--- src/rtl/gate_sweep_pkg.sv ---
// rtl/gate_sweep_pkg.sv - shared state and reference-mode definitions for the gate sweeper
package gate_sweep_pkg;

  typedef enum logic [1:0] {
    ST_IDLE,
    ST_DRIVE,
    ST_DONE
  } state_t;

  localparam int MODE_AND = 0;
  localparam int MODE_OR  = 1;
  localparam int MODE_XOR = 2;

endpackage

--- src/rtl/gate_ref_model.sv ---
// rtl/gate_ref_model.sv - combinational reduction reference for an N-input gate
module gate_ref_model
  import gate_sweep_pkg::*;
#(
  parameter int N_IN = 3,
  parameter int MODE = MODE_AND
) (
  input  logic [N_IN-1:0] vec,
  output logic            exp
);

  always_comb begin
    case (MODE)
      MODE_OR:  exp = |vec;
      MODE_XOR: exp = ^vec;
      default:  exp = &vec;
    endcase
  end

endmodule

--- src/rtl/gate_vector_sweeper.sv ---
// rtl/gate_vector_sweeper.sv - sweeps all input vectors onto a gate and checks each sample
module gate_vector_sweeper
  import gate_sweep_pkg::*;
#(
  parameter int N_IN        = 3,
  parameter int HOLD_CYCLES = 5,
  parameter int MODE        = MODE_AND
) (
  input  logic            clk,
  input  logic            rst,
  input  logic            start,
  input  logic            dut_y,
  output logic [N_IN-1:0] in_vec,
  output logic            vec_valid,
  output logic            busy,
  output logic            done,
  output logic            pass,
  output logic [N_IN:0]   err_cnt,
  output logic [N_IN-1:0] first_fail
);

  localparam int HW = $clog2(HOLD_CYCLES + 1);
  localparam logic [HW-1:0]   HOLD_LAST = HW'(HOLD_CYCLES - 1);
  localparam logic [N_IN-1:0] VEC_LAST  = '1;

  state_t            state_q;
  logic [HW-1:0]     hold_cnt_q;
  logic [N_IN-1:0]   in_vec_q;
  logic [N_IN-1:0]   first_fail_q;
  logic [N_IN:0]     err_cnt_q;
  logic              vec_valid_q;
  logic              busy_q;
  logic              done_q;
  logic              pass_q;

  logic              exp_y;
  logic              sample_d;
  logic              mismatch_d;
  logic [N_IN:0]     err_cnt_d;

  gate_ref_model #(
    .N_IN (N_IN),
    .MODE (MODE)
  ) u_ref (
    .vec (in_vec_q),
    .exp (exp_y)
  );

  // Case inequality so an undriven or X gate output counts as a failure in simulation.
  always_comb begin
    sample_d   = (state_q == ST_DRIVE) && (hold_cnt_q == HOLD_LAST);
    mismatch_d = sample_d && (dut_y !== exp_y);
    err_cnt_d  = err_cnt_q + {{N_IN{1'b0}}, mismatch_d};
  end

  always_ff @(posedge clk) begin
    if (rst) begin
      state_q      <= ST_IDLE;
      hold_cnt_q   <= '0;
      in_vec_q     <= '0;
      first_fail_q <= '0;
      err_cnt_q    <= '0;
      vec_valid_q  <= 1'b0;
      busy_q       <= 1'b0;
      done_q       <= 1'b0;
      pass_q       <= 1'b0;
    end else begin
      case (state_q)
        ST_IDLE, ST_DONE: begin
          if (start) begin
            state_q      <= ST_DRIVE;
            hold_cnt_q   <= '0;
            in_vec_q     <= '0;
            first_fail_q <= '0;
            err_cnt_q    <= '0;
            vec_valid_q  <= 1'b1;
            busy_q       <= 1'b1;
            done_q       <= 1'b0;
            pass_q       <= 1'b0;
          end
        end
        ST_DRIVE: begin
          hold_cnt_q <= hold_cnt_q + 1'b1;
          if (sample_d) begin
            err_cnt_q <= err_cnt_d;
            if (mismatch_d && (err_cnt_q == '0)) first_fail_q <= in_vec_q;
            // Terminal check comes before the increment, so in_vec never wraps.
            if (in_vec_q == VEC_LAST) begin
              state_q     <= ST_DONE;
              vec_valid_q <= 1'b0;
              busy_q      <= 1'b0;
              done_q      <= 1'b1;
              pass_q      <= (err_cnt_d == '0);
            end else begin
              in_vec_q   <= in_vec_q + 1'b1;
              hold_cnt_q <= '0;
            end
          end
        end
        default: state_q <= ST_IDLE;
      endcase
    end
  end

  assign in_vec     = in_vec_q;
  assign vec_valid  = vec_valid_q;
  assign busy       = busy_q;
  assign done       = done_q;
  assign pass       = pass_q;
  assign err_cnt    = err_cnt_q;
  assign first_fail = first_fail_q;

endmodule

--- config.mk ---
export PLATFORM = sky130hd
export DESIGN_NAME = gate_vector_sweeper
export DESIGN_NICKNAME = d
export VERILOG_FILES = /design/src/rtl/gate_sweep_pkg.sv /design/src/rtl/gate_ref_model.sv /design/src/rtl/gate_vector_sweeper.sv
export SDC_FILE = /design/constraint.sdc
export NUM_CORES = 1
export LEC_CHECK = 0
export CORE_MARGIN = 2
export CORE_UTILIZATION = 50
export CTS_BUF_LIST = sky130_fd_sc_hd__clkbuf_2 sky130_fd_sc_hd__clkbuf_4 sky130_fd_sc_hd__clkbuf_8
export DETAILED_ROUTE_END_ITERATION = 10
export PLACE_DENSITY_LB_ADDON = 0.05
export REMOVE_ABC_BUFFERS = 1
export SLEW_MARGIN = 10
export SYNTH_ARGS = -nofsm -noshare
export SYNTH_HDL_FRONTEND = slang
export SYNTH_SLANG_ARGS = --single-unit
--- constraint.sdc ---
create_clock -name clk -period 2.78 [get_ports clk]
set_clock_uncertainty 0.2 [all_clocks]
set_input_delay 0.556 -clock clk [delete_from_list [all_inputs] [get_ports clk]]
set_output_delay 0.556 -clock clk [all_outputs]
set_load 0.005 [all_outputs]
### Placement view

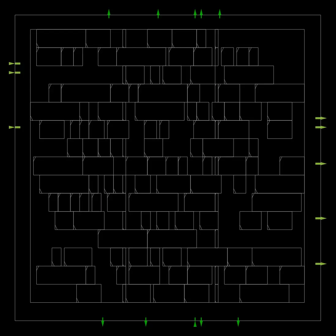
Finished Core Util: 0.658
TAP cells: 17
Layout fillers: 157
Core ar.: 1670 um^2

### Signal wires by layer

Drawn at 8 px/um. Only two layers are drawn.
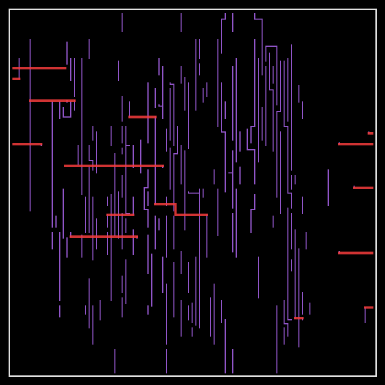
color	layer	wire length
purple	M2	826 um
red	M3	63.5 um

==> results_dict.tcl <==
# flow metrics
set metrics [dict create \
    topCellsByArea "dfxtp_1 41%, ha_1 8.6%, a21oi_1 6.3%" \
    inverters 2 \
    critPathArrivalTime_ns 2.53 \
    crit_path_end_kind "register" \
    min_path_type "register to register" \
    clock.latency.late_pin_ns 0.29 \
    crit_start "in_vec[0]" \
    antenna_cells 0 \
    seq_power_share 0.565 \
    dp_slack_ns 0.0431 \
    pwr-share-clk 0.341 \
    antenna_found_initial 0 \
    top_cell_area_share 0.415 \
    swShare 0.231 \
    layout-drive-gt1-share 0.103 \
    grt.overflow.total 0 \
    dp_cells 130 \
    power_per_cell_area_nw_per_um2 427 \
    r2r-start "in_vec[0]" \
    power_mw 0.470 \
    ioPinCount 18 \
    top_usage_layer "met2" \
    status "completed" \
    top_layer_used "met4" \
    p_int_mw 0.361 \
    power_leakage_nw 0.425 \
    design_area_um2 1100 \
    fin_crit_ns 2.52 \
    syn_area_um2 868 \
    comb_area_share 0.431 \
    wl_met2_um 825 \
    instances_no_fill 134 \
    clk-power_mw 0.160 \
    ys_sh_simple 0.228 \
    ant_nets 0 \
    cts_hold_buf 0 \
    regToRegSetupSlack_ns 0.26 \
    p_comb_frac 0.094 \
    powerSeq_mw 0.265 \
    final-seq-area_um2 360 \
    postSynth.asyncResetShare 0 \
    crit_top_cell "ha_1" \
    setup_violations 0 \
    routedWlPerCell_um 13.0 \
    dominant_cells "logic gates" \
    worst_setup_hold_path_clk_slew_ns 0.10 \
    crit_type "register to register" \
    period_used_share 0.906 \
    drv_slew 0 \
    viasPerCell 5.77 \
    clkbuf_count 4 \
    holdPathStages 2 \
    vias 773 \
    yosysChipArea_um2 868 \
    cts_tree "yes" \
    dr.pass1.iters 4 \
    syn_to_final_growth_pct 26.7 \
    nNonClkBuffers 21 \
    crit_cells 8 \
    grt_max_degree 18 \
]
Power and IR drop assume default switching activity.
